`config.mk`:
```
export PLATFORM = sky130hd
export DESIGN_NAME = regfile_wb_arbiter_flat
export DESIGN_NICKNAME = d
export VERILOG_FILES = /design/src/rtl/regfile_wb_arbiter_pkg.sv /design/src/rtl/regfile_wb_arbiter_if.sv /design/src/rtl/regfile_wb_arbiter_rr_arbiter.sv /design/src/rtl/regfile_wb_arbiter.sv /design/src/flat_wrapper.sv
export SDC_FILE = /design/constraint.sdc
export NUM_CORES = 1
export LEC_CHECK = 0
export CORE_MARGIN = 4
export CORE_UTILIZATION = 39
export DETAILED_ROUTE_END_ITERATION = 6
export PLACE_DENSITY_LB_ADDON = 0.25
export SETUP_SLACK_MARGIN = 0.02
export SLEW_MARGIN = 20
export SYNTH_ARGS = -nofsm -noshare
export SYNTH_HDL_FRONTEND = slang
export SYNTH_SLANG_ARGS = --single-unit
export TNS_END_PERCENT = 10
```
`constraint.sdc`:
```
create_clock -name clk -period 2.8 [get_ports clk]
set_input_delay 0.56 -clock clk [delete_from_list [all_inputs] [get_ports clk]]
set_output_delay 0.56 -clock clk [all_outputs]
set_load 0.01 [all_outputs]
```
`src/rtl/regfile_wb_arbiter_pkg.sv`:
```
// Shared constants, types and helpers for the reg_file writeback path.
package regfile_pkg;

   localparam int unsigned REG_SIZE = 16;
   localparam int unsigned VEC_SIZE = 4;
   localparam int unsigned SEL_BITS = 4;
   localparam int unsigned VEC_REGS = 4;
   localparam int unsigned NUM_REGS = 2 ** SEL_BITS;

   typedef logic [SEL_BITS-1:0] reg_addr_t;
   typedef logic [VEC_SIZE-1:0][REG_SIZE-1:0] vec_data_t;

   typedef struct packed {
      reg_addr_t addr;
      vec_data_t data;
   } wb_write_t;

   function automatic logic is_vector_reg(reg_addr_t r);
      return 32'(r) < VEC_REGS;
   endfunction

endpackage

```
`src/rtl/regfile_wb_arbiter_if.sv`:
```
// Writeback request bus: per-requester valid/ready with destination and data.
interface regfile_wb_arbiter_if
   import regfile_pkg::*;
#(
   parameter int unsigned NUM_REQ = 3
);

   logic [NUM_REQ-1:0]      req_valid;
   logic [NUM_REQ-1:0]      req_ready;
   reg_addr_t [NUM_REQ-1:0] req_reg;
   vec_data_t [NUM_REQ-1:0] req_data;

   modport master (output req_valid, output req_reg, output req_data, input req_ready);
   modport slave  (input req_valid, input req_reg, input req_data, output req_ready);

endinterface

```
`src/rtl/regfile_wb_arbiter_rr_arbiter.sv`:
```
// Reusable N-way arbiter with one-hot grant; round-robin by default,
// fixed lowest-index priority when WB_FIXED_PRIO_EN is defined.
module rr_arbiter #(
   parameter int unsigned N = 3
) (
   input  logic         clk,
   input  logic         reset,
   input  logic [N-1:0] req,
   output logic [N-1:0] grant
);

`ifdef WB_FIXED_PRIO_EN
   logic found;

   always_comb begin
      grant = '0;
      found = 1'b0;
      for (int unsigned i = 0; i < N; i++) begin
         if (req[i] && !found) begin
            grant[i] = 1'b1;
            found    = 1'b1;
         end
      end
      if (reset) grant = '0;
   end
`else
   localparam int unsigned PW = (N > 1) ? $clog2(N) : 1;

   logic [PW-1:0] ptr_q, ptr_d;
   logic          found;

   // First pass covers ptr..N-1, second pass wraps to 0..ptr-1.
   always_comb begin
      grant = '0;
      ptr_d = ptr_q;
      found = 1'b0;
      for (int unsigned i = 0; i < N; i++) begin
         if (req[i] && !found && i >= 32'(ptr_q)) begin
            grant[i] = 1'b1;
            found    = 1'b1;
            ptr_d    = PW'((i + 1) % N);
         end
      end
      for (int unsigned i = 0; i < N; i++) begin
         if (req[i] && !found) begin
            grant[i] = 1'b1;
            found    = 1'b1;
            ptr_d    = PW'((i + 1) % N);
         end
      end
      if (reset) begin
         grant = '0;
         ptr_d = ptr_q;
      end
   end

   always_ff @(posedge clk) begin
      if (reset) ptr_q <= '0;
      else       ptr_q <= ptr_d;
   end
`endif

endmodule

```
`src/rtl/regfile_wb_arbiter.sv`:
```
// Arbitrates NUM_REQ writeback requesters onto the reg_file write port and
// tracks pending writes per register. Optional macro: WB_FIXED_PRIO_EN.
module regfile_wb_arbiter
   import regfile_pkg::*;
#(
   parameter int unsigned NUM_REQ = 3
) (
   input  logic                  clk,
   input  logic                  reset,
   regfile_wb_arbiter_if.slave   wb,
   input  logic                  claim_valid,
   input  reg_addr_t             claim_reg,
   output logic                  claim_conflict,
   input  reg_addr_t             rd_sel1,
   input  reg_addr_t             rd_sel2,
   output logic                  rd_busy1,
   output logic                  rd_busy2,
   output logic                  regWrEnSc,
   output logic                  regWrEnVec,
   output reg_addr_t             regToWrite,
   output vec_data_t             dataIn
);

   logic [NUM_REQ-1:0]  grant;
   logic                accept;
   wb_write_t           sel;
   wb_write_t           wr_q, wr_d;
   logic                wr_sc_q, wr_sc_d;
   logic                wr_vec_q, wr_vec_d;
   logic                strobe;
   logic [NUM_REGS-1:0] pending_q, pending_d;
   logic [NUM_REGS-1:0] set_vec, clr_vec;
   logic                conflict_q, conflict_d;

   rr_arbiter #(.N(NUM_REQ)) u_arb (
      .clk   (clk),
      .reset (reset),
      .req   (wb.req_valid),
      .grant (grant)
   );

   assign wb.req_ready = grant;

   always_comb begin
      sel = '0;
      for (int unsigned i = 0; i < NUM_REQ; i++) begin
         if (grant[i]) begin
            sel.addr = wb.req_reg[i];
            sel.data = wb.req_data[i];
         end
      end
      accept   = |grant;
      wr_sc_d  = accept && !is_vector_reg(sel.addr);
      wr_vec_d = accept && is_vector_reg(sel.addr);
      wr_d     = accept ? sel : wr_q;
   end

   // Reset in the cycle a strobe is visible drops that write before reg_file commits it.
   assign strobe     = (wr_sc_q | wr_vec_q) & ~reset;
   assign regWrEnSc  = wr_sc_q & ~reset;
   assign regWrEnVec = wr_vec_q & ~reset;
   assign regToWrite = wr_q.addr;
   assign dataIn     = wr_q.data;

   // A claim landing on the register being cleared re-arms it: the newer producer wins.
   always_comb begin
      set_vec    = claim_valid ? (NUM_REGS'(1) << claim_reg) : '0;
      clr_vec    = strobe ? (NUM_REGS'(1) << wr_q.addr) : '0;
      pending_d  = (pending_q & ~clr_vec) | set_vec;
      conflict_d = claim_valid & pending_q[claim_reg] & ~clr_vec[claim_reg];
   end

   always_ff @(posedge clk) begin
      if (reset) begin
         wr_q       <= '0;
         wr_sc_q    <= 1'b0;
         wr_vec_q   <= 1'b0;
         pending_q  <= '0;
         conflict_q <= 1'b0;
      end else begin
         wr_q       <= wr_d;
         wr_sc_q    <= wr_sc_d;
         wr_vec_q   <= wr_vec_d;
         pending_q  <= pending_d;
         conflict_q <= conflict_d;
      end
   end

   assign claim_conflict = conflict_q;
   assign rd_busy1       = pending_q[rd_sel1];
   assign rd_busy2       = pending_q[rd_sel2];

endmodule
```
`src/flat_wrapper.sv`:
```
// flat-port wrapper written by rule: the top's interface ports become plain ports
module regfile_wb_arbiter_flat import regfile_pkg::*;
#(
   parameter int unsigned NUM_REQ = 3
)
  (clk, reset, claim_valid, claim_reg, claim_conflict, rd_sel1, rd_sel2, rd_busy1, rd_busy2, regWrEnSc, regWrEnVec, regToWrite, dataIn, wb_req_valid, wb_req_reg, wb_req_data, wb_req_ready);
  regfile_wb_arbiter_if #(.NUM_REQ(NUM_REQ)) wb_i ();
  input  logic clk;
  input  logic reset;
  input  logic claim_valid;
  input  reg_addr_t claim_reg;
  output logic claim_conflict;
  input  reg_addr_t rd_sel1;
  input  reg_addr_t rd_sel2;
  output logic rd_busy1;
  output logic rd_busy2;
  output logic regWrEnSc;
  output logic regWrEnVec;
  output reg_addr_t regToWrite;
  output vec_data_t dataIn;
  input wire logic [$bits(wb_i.req_valid)-1:0] wb_req_valid;
  input wire logic [$bits(wb_i.req_reg)-1:0] wb_req_reg;
  input wire logic [$bits(wb_i.req_data)-1:0] wb_req_data;
  output wire logic [$bits(wb_i.req_ready)-1:0] wb_req_ready;
  assign wb_i.req_valid = wb_req_valid;
  assign wb_i.req_reg = wb_req_reg;
  assign wb_i.req_data = wb_req_data;
  assign wb_req_ready = wb_i.req_ready;
  regfile_wb_arbiter #(.NUM_REQ(NUM_REQ)) u_core (.clk(clk), .reset(reset), .wb(wb_i), .claim_valid(claim_valid), .claim_reg(claim_reg), .claim_conflict(claim_conflict), .rd_sel1(rd_sel1), .rd_sel2(rd_sel2), .rd_busy1(rd_busy1), .rd_busy2(rd_busy2), .regWrEnSc(regWrEnSc), .regWrEnVec(regWrEnVec), .regToWrite(regToWrite), .dataIn(dataIn));
endmodule
```
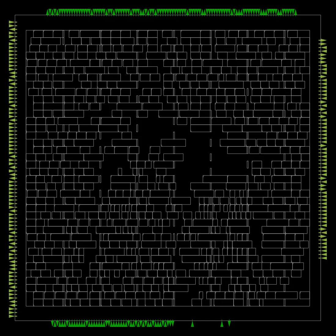
(run_1/placement.png)
Std-Cell Rows: 38
Tapcell Cnt: 140

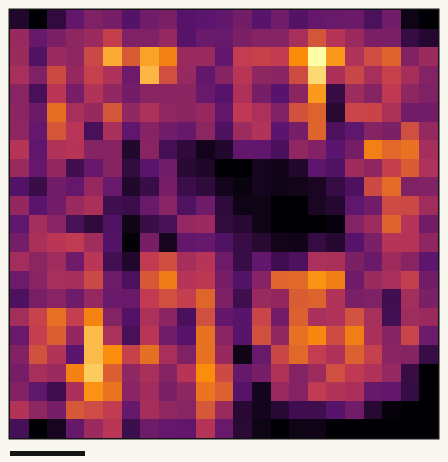
(run_1/metal_density.png)
The bar under the picture is 20 um long. The die is cut into 23 by 23 equal tiles; black is low, pale yellow is high, scaled to the fullest tile. Values are wire area over tile area, all layers added.
nearly empty tiles: 4.3%
fullest tile: 0.64
emptiest ninth of the die: center
mean over tiles: 0.23
drt wl/cell: 21.46 um
GRT Overall Usage: 0.2623
via count: 5,019
DRT Wirelength: 18.20 mm

==> Slide: Implementation Results, run 1 <==
Flow Results at a Glance

Final layout
  • Area delta synth->final: 74.10%
  • Antenna diode count: 0
  • Share of cells above drive strength 1: 0.06780
  • Final nets: 926
  • Most numerous logic cell after layout: clkdlybuf4s50_1
  • Top cells excl fill/tap: 290 x clkdlybuf4s50_1, 89 x dfxtp_1, 58 x a22o_1

Setup path
  • R2R setup slack: 0.86 ns
  • Worst setup path endpoint: regWrEnSc
  • CP peak stage delay: 0.57 ns
  • Sequence of cells on the critical path: clkdlybuf4s50_1 > buf_4 > nor2b_1 > clkdlybuf4s50_1
  • Reg-to-Reg Start: u_core.u_arb.ptr_q[1]
  • Critical path origin: reset
  • Cell mode on critical path: clkdlybuf4s50_1
  • Crit path arrival time: 2.12 ns
  • Reg2Reg Depth: 5
  • R2r endpoint: u_core.dataIn[61]
  • Kind of critical path: in -> out
  • Crit path max fanout: 10
  • CP endpoint kind: primary output
  • Critical path required time: 2.24 ns
  • Worst path slowest cell: clkdlybuf4s50_1

Floorplan
  • Core Density at Floorplan: 0.4029
  • Die Span Y: 114.5 um
  • Die footprint: 13,120 sq um
  • Ports: 298
  • Core box area: 10,980 sq um

GRT
  • Global-route wire length before repair: 27.12 mm
  • GRT overflow: 0
  • Largest net degree at the start of global routing: 71
  • Initial antenna violation count: 0
  • Vias in the first global route: 5,184

Timing
  • Maximum operating frequency: 0.3731 GHz
  • Tcrit/Tclk final: 0.9573
  • Final Hold Viols: 0
  • Max-slew violations: 0
  • Worst Skew: 0.005473 ns
  • Setup violators final: 0
  • Setup TNS: 0 ns
  • Slew @ Worst Pin: 0.7603 ns
  • Worst slew margin: 0.4931
  • RSZ-0062 raised after global routing: no
  • Final worst path period need: 2.680 ns

Clocking
  • TritonCTS clock tree: built
  • CTS H-tree lvls: 3
  • Clk root buf: clkbuf_16
  • CTS Buf Count: 9
  • Insertion Delay late pin: 0.33 ns
  • Max Buffers Root-to-Sink: 2
  • Sink Count: 89

Synth
  • Yosys top cell by area: dfxtp_1
  • Post-synthesis register bit count: 89
  • Syn Std Cell Area: 4425 sq um
  • Main flop type: dfxtp_1
  • YS chip area: 4425 sq um
  • Synth cell types: 47
  • Yosys warning count: 0
  • Syn nets: 649
  • Area share, top type: 0.4026
  • Syn Inst Count: 427
  • Syn avg cell area: 10.36 sq um
  • Ys async rst share: 0
  • Synth area leaders: dfxtp_1 40%, a221o_1 13%, a22o_1 11%

Route
  • Via-to-Cell Ratio: 5.919
  • Initial DRC count: 404
  • DRT Pass-1 Iters: 7
  • Final ANT Viol Nets: 0
  • DRC violations left: 0

Placed design
  • Post-detail-place hpwl: 13.93 mm
  • Dpl cells: 833
  • # port buffers: 297

Worst hold path
  • Hold Path Stages: 1
  • HP Class: reg -> reg

Pwr
  • Total Power: 3.632 mW
  • Maximum vdd ir drop: 0.2752 mV
  • Total power density per cell area: 471.3 nW/um^2

Outcome
  • Outcome: finished clean
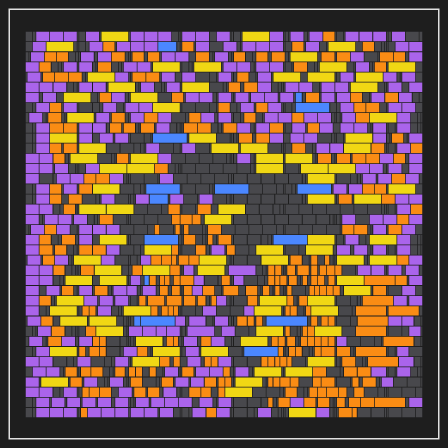
(run_1/placement_by_type.png)
Fill, decap, tap and diode cells in gray.
[combinational and other logic] orange | cells: 293
[clock drivers and dummy loads] blue | cells: 15
[remaining buffers and delay cells] purple | cells: 311
[sequential cells] yellow | cells: 89

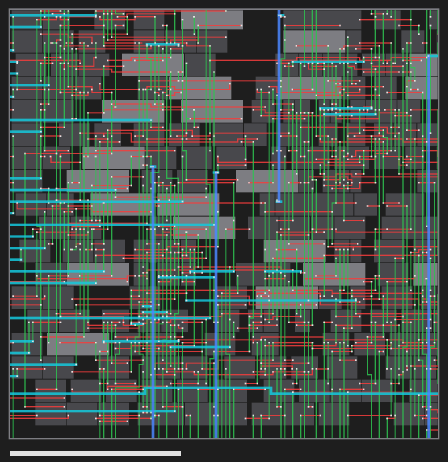
(run_1/detail.png)
The bar under the picture is 20 um long. Region (4, 4) to (54, 54) um. Cells in gray, sequential cells in the stronger gray; small squares are vias.
[metal 2] green
[metal 4] blue
[metal 1] red
[metal 3] cyan
cells with their middle in the window: 188
netlist names of flops here include: u_core.dataIn (16), u_core.u_arb.ptr_q (2)
most frequent: clkdlybuf4s50_1 (75), dfxtp_1 (19), a21oi_1 (12)
sequential cells in the window: 19

## run 1: worst max-delay path, delay by kind of cell
family	cells	cell delay, ns
buffers and inverters	3	1.35
and+or+nand+nor	1	0.21
## run 1: layer usage
metal	global-route usage	vias up	share of wire
li1	-	2303	-
met1	0.2925	2414	0.37
met2	0.4796	273	0.52
met3	0.06078	29	0.084
met4	0.1006	0	0.026
met5	0	-	0
## run 1: state kept, by name, indices dropped and copies added (netlist names)
register	count
u_core.u_arb.ptr_q	2
u_core.claim_conflict	1
u_core.dataIn	64
u_core.wr_sc_q	1
u_core.wr_vec_q	1
u_core.regToWrite	4
u_core.pending_q	16
## run 1: synthesized netlist by cell type, types with 2 or more instances
cell type and instances:
o21ai_1 16, mux2i_1 8, nand2b_1 3, xnor2_1 2, a21o_1 2, buf_6 14, inv_1 2, a21oi_1 30
o21ai_0 11, nand3b_1 2, or2_2 2, clkbuf_1 11, nor4bb_1 2, a221oi_1 11, o22ai_1 4, and3b_1 2
mux4_2 10, nor2_1 7, a22o_1 58, nor2b_1 6, o211ai_1 11, nor4b_1 3, dfxtp_1 89, buf_2 19
nor3b_1 2, nand2_1 19, a221o_1 57, nand3_1 5
## run 1: final cells by class
cell class	count	area [sq um]
Fill cell	846	3278
Timing Repair Buffer	311	3103
Multi-Input combinational cell	291	2341
Sequential cell	89	1782
Clock buffer	12	256.5
Tap cell	140	175.2
Clock inverter	3	40.04
Inverter	2	7.507
## run 1: power breakdown
group / leakage [nW] / internal [mW] / switching, mW / total, mW
sequential: 0.736 / 1.38 / 0.0758 / 1.46
clock: 0.148 / 0.733 / 0.470 / 1.20
combinational: 1.99 / 0.616 / 0.358 / 0.974
total: 2.88 / 2.73 / 0.904 / 3.63
## run 1: worst min path at each step
stage / startpoint / endpoint / slack, ns
after floorplan: u_core.pending_q[10] / u_core.pending_q[10] / 0.48
after global placement: u_core.dataIn[0] / u_core.dataIn[0] / 0.47
after detailed placement: u_core.dataIn[39] / u_core.dataIn[39] / 0.47
after CTS: u_core.dataIn[58] / u_core.dataIn[58] / 0.49
after global routing: u_core.dataIn[49] / u_core.dataIn[49] / 0.50
final: u_core.dataIn[58] / u_core.dataIn[58] / 0.49
## run 1: stage by stage
stage / hold WS, ns / util / worst slack, ns / area [sq um]
after floorplan: 0.4776 / - / 0.7159 / 4425
after global placement: 0.4687 / 0.6745 / -0.4198 / 7408
after detailed placement: 0.4668 / 0.6745 / -0.4494 / 7408
after CTS: 0.4898 / 0.7013 / 0.08074 / 7702
after global routing: 0.5019 / 0.7015 / 0.04971 / 7705
final: 0.4860 / 0.7015 / 0.1197 / 7705
## run 1: logic make-up after synthesis
group,synth area share
mux,0.06899
flops,0.4026
compound gates,0.3800
buf+inv,0.06983
xor+xnor,0.003959
simple gates,0.07464
## run 1: timing repair
| item | 4_1_cts | 5_1_grt |
|---|---|---|
| hold buffers | 0 | 0 |
| gates cloned | 0 | 0 |
| resized | 10 | 1 |
| setup endpoints to repair | 2 | 2 |
==> run 1 -> run 2 <==
Settings changed: CORE_MARGIN 4 to 5.
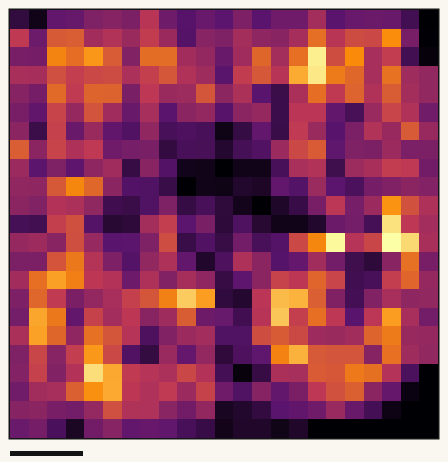
(run_2/metal_density.png)
The bar under the picture is 20 um long. The die is cut into 23 by 23 equal tiles; black is low, pale yellow is high, scaled to the fullest tile. Values are wire area over tile area, all layers added.
mean over tiles: 0.22
emptiest ninth of the die: center
tiles over half the peak: 26%
fullest tile: 0.58
via count: 5,014
GRT Overall Usage: 0.2486
drt wl/cell: 21.11 um
DRT Wirelength: 18.07 mm

==> Slide: Implementation Results, run 2 <==
Flow Results at a Glance

Final layout
  • Final nets: 928
  • Area delta synth->final: 74.10%
  • Most numerous logic cell after layout: clkdlybuf4s50_1

Worst hold path
  • HP Class: reg -> reg
  • Hold Path Stages: 1
  • Min-Delay Endpoint: u_core.dataIn[49]

Timing
  • Maximum operating frequency: 0.3724 GHz
  • Final Hold Viols: 0
  • Tcrit/Tclk final: 0.9591
  • Max-slew violations: 0
  • RSZ-0062 raised after global routing: no
  • Final worst path period need: 2.686 ns
  • Worst slew margin: 0.4974

GRT
  • GRT overflow: 0

Synth
  • YS chip area: 4425 sq um
  • Post-synthesis register bit count: 89
  • Main flop type: dfxtp_1
  • Synth cell types: 47
  • Syn Inst Count: 427
  • Syn avg cell area: 10.36 sq um
  • Most common library cells after synthesis: 89 x dfxtp_1, 58 x a22o_1, 57 x a221o_1
  • Syn Std Cell Area: 4425 sq um
  • Top-count cell post-synth: dfxtp_1

Setup path
  • Kind of critical path: in -> out
  • Crit path max fanout: 8
  • Critical path required time: 2.24 ns
  • Reg-to-Reg Start: u_core.u_arb.ptr_q[1]
  • R2R setup slack: 0.84 ns
  • Reg2Reg Depth: 5

Clocking
  • CTS H-tree lvls: 3
  • TritonCTS clock tree: built
  • Clk root buf: clkbuf_16
  • Max Buffers Root-to-Sink: 2
  • CTS Buf Count: 9
  • Insertion Delay late pin: 0.33 ns

Placed design
  • Post-detail-place hpwl: 13.78 mm

Route
  • DRC violations left: 0
  • DRT Pass-1 Iters: 5
  • Initial DRC count: 498

Floorplan
  • Die footprint: 13,580 sq um
  • Die Span Y: 116.5 um

Outcome
  • Outcome: finished clean

Pwr
  • Maximum vdd ir drop: 0.3378 mV
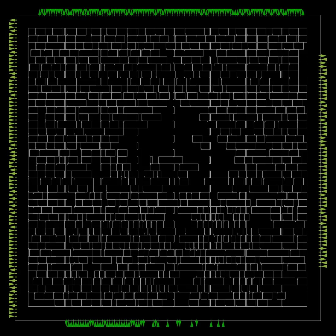
(run_2/placement.png)
flop share of the area: 0.2312
flip-flops: 89
core box area: 11,270 sq um
Tapcell Cnt: 143

run 2: cell counts after synthesis:
No cell type changed its count.
run 2: report_power, final:
part	internal, mW	leakage [nW]	switching [mW]
registers	1.38	0.736	0.0780
logic	0.615	2.00	0.349
clock network	0.714	0.144	0.475
total	2.71	2.88	0.902
run 2: area by class of cell:
class / count / area (sq um)
fillers: 916 / 3567
repair buffers: 313 / 3100
multi-input cells: 291 / 2341
flip-flops and latches: 89 / 1782
clock buffers: 13 / 250.2
well taps: 143 / 178.9
clock inverters: 3 / 40.04
inverters: 2 / 7.507
diodes: 2 / 5.005
run 2: critical path, stage by stage:
cell             delay (ns)
clkdlybuf4s50_1        0.55
a21oi_1                0.21
o2111a_2               0.23
clkdlybuf4s50_1        0.58
run 2: timing repair:
item,in CTS,in global routing
setup endpoints to repair,2,1
gates resized,8,2
setup buffers,0,0
run 2: per-layer routing:
metal  global-route usage  wire [um]
met1               0.2944       6821
met2               0.4180       9024
met3              0.08187       1763
met4              0.09513        442
met5                    0         13
run 2: logic make-up (layout without fill, tap and decap cells):
kind of cell | after synthesis | in the layout | synth area share
AOI/OAI and AO/OA | 211 | 211 | 0.3800
DFF | 89 | 89 | 0.4026
and+or+nand+nor | 60 | 60 | 0.07464
buffers and inverters | 47 | 331 | 0.06983
muxes | 18 | 18 | 0.06899
xor gates and xnor gates | 2 | 2 | 0.003959
other | 0 | 2 | 0
run 2: how the worst max path moves through the flow:
stage	start	to	depth (start not counted)
2_1_floorplan	rd_sel1[0]	rd_busy1	2
4_1_cts	rd_sel2[1]	rd_busy2	4
5_1_grt	wb_req_valid[2]	wb_req_ready[0]	4
6_report	wb_req_valid[2]	wb_req_ready[1]	4
3_3_place_gp	rd_sel1[0]	rd_busy1	4
3_5_place_dp	rd_sel1[0]	rd_busy1	4
run 2: through the flow:
stage               power [mW]  setup TNS, ns  utilization  area [sq um]  hold slack [ns]
finish                   3.611              0       0.6835          7705           0.4869
global route             3.777              0       0.6833          7702           0.5013
CTS                      3.638              0       0.6833          7702           0.4907
detailed placement       2.448        -0.8703       0.6578          7415           0.4682
global placement         2.428        -0.8312       0.6578          7415           0.4682
floorplan                1.838              0            -          4425           0.4776
==> run 2 -> run 3 <==
Settings changed: ABC_AREA set to 1, CORE_UTILIZATION 39 to 42, SLEW_MARGIN 20 to not set.
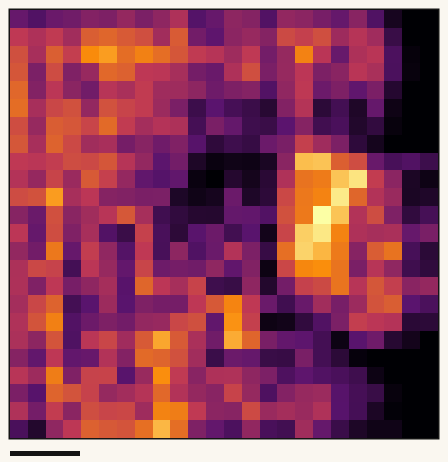
(run_3/metal_density.png)
The bar under the picture is 20 um long. The die is cut into 24 by 24 equal tiles; black is low, pale yellow is high, scaled to the fullest tile. Values are wire area over tile area, all layers added.
mean over tiles: 0.22
emptiest ninth of the die: south-east
tiles over half the peak: 27%
nearly empty tiles: 5.7%
fullest tile: 0.61
DRT Wirelength: 20.21 mm
GRT Overall Usage: 0.2655

==> Slide: Implementation Results, run 3 <==
Flow Results at a Glance

Outcome
  • Outcome: finished clean

Final layout
  • Area delta synth->final: 65.67%
  • Number of flip-flops in the largest register: 64
  • Final nets: 1,327
  • Top cells excl fill/tap: 335 x nand2_1, 291 x clkdlybuf4s50_1, 89 x dfxtp_1
  • Share of cells above drive strength 1: 0.09730
  • Filler Cells Inserted: 1,072
  • Most numerous logic cell after layout: nand2_1

Synth
  • Yosys top cell by area: dfxtp_1
  • Top-count cell post-synth: nand2_1
  • Synth cell types: 34
  • Area share, top type: 0.3374
  • Ys async rst share: 0
  • Syn nets: 1,040
  • Main flop type: dfxtp_1
  • Syn avg cell area: 6.456 sq um
  • Syn Std Cell Area: 5281 sq um
  • Syn Inst Count: 818
  • YS chip area: 5281 sq um
  • Synth area leaders: dfxtp_1 34%, nand2_1 24%, nand2_4 6.8%
  • Yosys warning count: 0

GRT
  • Global-route wire length before repair: 30.66 mm
  • Largest net degree at the start of global routing: 68
  • GRT overflow: 0
  • Vias in the first global route: 5,977
  • Initial antenna violation count: 1

Setup path
  • CP endpoint kind: primary output
  • Crit path arrival time: 2.09 ns
  • R2r endpoint: u_core.dataIn[54]
  • Reg-to-Reg Start: u_core.u_arb.ptr_q[0]
  • Kind of critical path: in -> out
  • Crit path max fanout: 3
  • Critical path required time: 2.24 ns
  • Reg2Reg Depth: 13

Placed design
  • Post-Place Setup Slack: -0.06583 ns
  • # port buffers: 297
  • Dpl cells: 1,266

Route
  • Via count: 6,256
  • Max Used Layer: met4
  • Initial DRC count: 316
  • Final ANT Viol Nets: 0
  • Met3 WL: 1.749 mm
  • Drt wl/cell: 15.74 um
  • Met2 wire length: 10.23 mm
  • Via-to-Cell Ratio: 4.872

Clocking
  • Max Buffers Root-to-Sink: 2
  • CTS H-tree lvls: 3
  • Insertion Delay late pin: 0.34 ns
  • Post-CTS setup buffer count: 0
  • TritonCTS clock tree: built
  • Clk root buf: clkbuf_16
  • Post-CTS Hold Buffers: 0
  • CTS Buf Count: 9
  • Sink Count: 89

Floorplan
  • Core Density at Floorplan: 0.4237
  • Die footprint: 14,920 sq um
  • Die Span Y: 122.1 um

Timing
  • Worst Skew: 0.007942 ns
  • Worst slew margin: 0.5082
  • Slew @ Worst Pin: 0.7376 ns
  • Max-slew violations: 0
  • Tcrit/Tclk final: 0.9460
  • Final Hold Viols: 0
  • Final WS setup: 0.1512 ns
  • Final worst path period need: 2.649 ns
  • Setup violators final: 0
  • RSZ-0062 raised after global routing: no
  • Setup TNS: 0 ns
  • Maximum operating frequency: 0.3775 GHz

Worst hold path
  • Hold Path Stages: 2
  • Hold path startpoint: u_core.dataIn[1]
  • HP Class: reg -> reg
  • Min-Delay Endpoint: u_core.dataIn[1]

Pwr
  • Total Power: 4.548 mW
  • Total power density per cell area: 519.8 nW/um^2
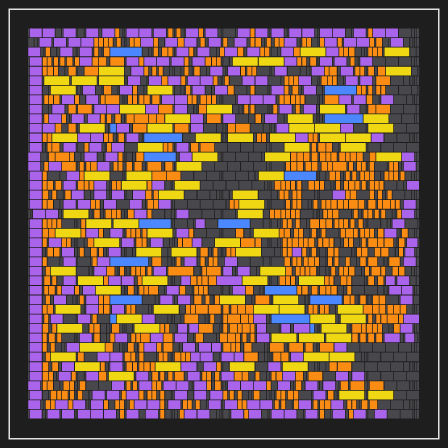
(run_3/placement_by_type.png)
Fill, decap, tap and diode cells in gray.
[clock drivers and dummy loads] blue | cells: 16
[combinational and other logic] orange | cells: 692
[remaining buffers and delay cells] purple | cells: 313
[sequential cells] yellow | cells: 89
core box area: 12,470 sq um
Final Cell Area: 8750 sq um
Std-Cell Rows: 41
Layout Utilization: 0.7019
flop share of the area: 0.2036

## run 3: worst max-delay path, cell delays in order
cell and delay, ns:
clkdlybuf4s50_1 0.49, buf_4 0.13, nand4_1 0.12, nand2_1 0.10, nand2_2 0.07, inv_2 0.06
clkdlybuf4s50_1 0.56
## run 3: repair_timing
action                                 in CTS  in global routing
cloned                                      0                  0
gates resized                               2                  4
endpoints found under the hold margin       0                  0
pin swaps                                   0                  0
setup endpoints to repair                   1                  3
## run 3: cell families after synthesis
| group | share of synthesized area |
|---|---|
| flops | 0.3374 |
| simple gates | 0.4722 |
| compound gates | 0.1194 |
| buf+inv | 0.07107 |
## run 3: layout make-up
class                   instances  area (sq um)  area share
clock buffers                  10         229.0     0.02617
clock inverters                 6         130.1     0.01487
flip-flops and latches         89          1782      0.2036
multi-input cells             652          3124      0.3571
repair buffers                313          3113      0.3558
inverters                      40         151.4     0.01730
diodes                          2         5.005   0.0005720
well taps                     172         215.2     0.02460
## run 3: power by group
part / internal [mW] / leakage (nW) / switching (mW)
clock network: 0.959 / 0.176 / 0.489
registers: 1.46 / 0.739 / 0.153
logic: 0.795 / 3.15 / 0.697
total: 3.21 / 4.06 / 1.34
## run 3: through the flow
step	hold slack, ns	instance area (sq um)
after floorplan	0.4404	5281
after global placement	0.4281	8378
after detailed placement	0.4321	8378
after CTS	0.4469	8735
after global routing	0.4637	8747
final	0.4463	8750
## run 3: how the worst max path moves through the flow
| stage | from | endpoint | slack (ns) |
|---|---|---|---|
| 6_report | wb_req_valid[0] | wb_req_ready[0] | 0.15 |
| 3_5_place_dp | rd_sel1[1] | rd_busy1 | -0.07 |
| 3_3_place_gp | rd_sel1[1] | rd_busy1 | -0.06 |
| 2_1_floorplan | wb_req_valid[0] | wb_req_ready[2] | 0.82 |
| 4_1_cts | wb_req_valid[2] | wb_req_ready[2] | 0.02 |
| 5_1_grt | rd_sel1[0] | rd_busy1 | 0.05 |
## run 3: routing by layer
layer | GRT usage | up-vias
met1 | 0.3027 | 2770
li1 | - | 3197
met5 | 0 | -
met4 | 0.1050 | 0
met2 | 0.4555 | 245
met3 | 0.09192 | 44

## Gallery

Sequential cells grouped by signal name.
panel A
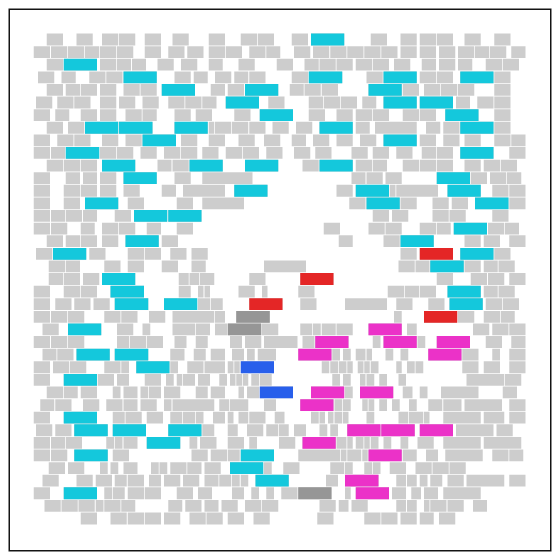
panel B
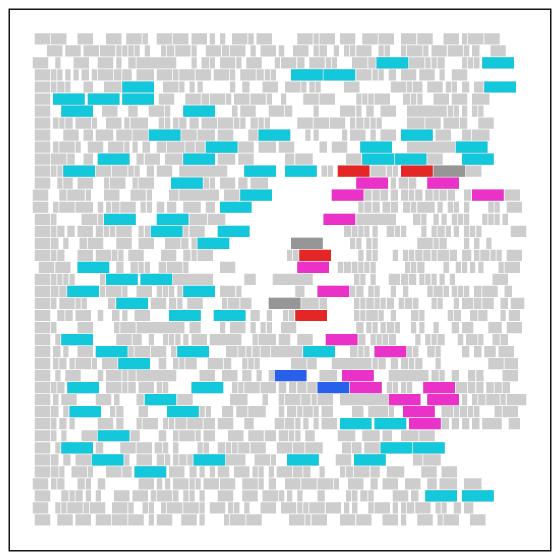
run 2 -> panel A
run 3 -> panel B

Power and IR drop assume default switching activity.
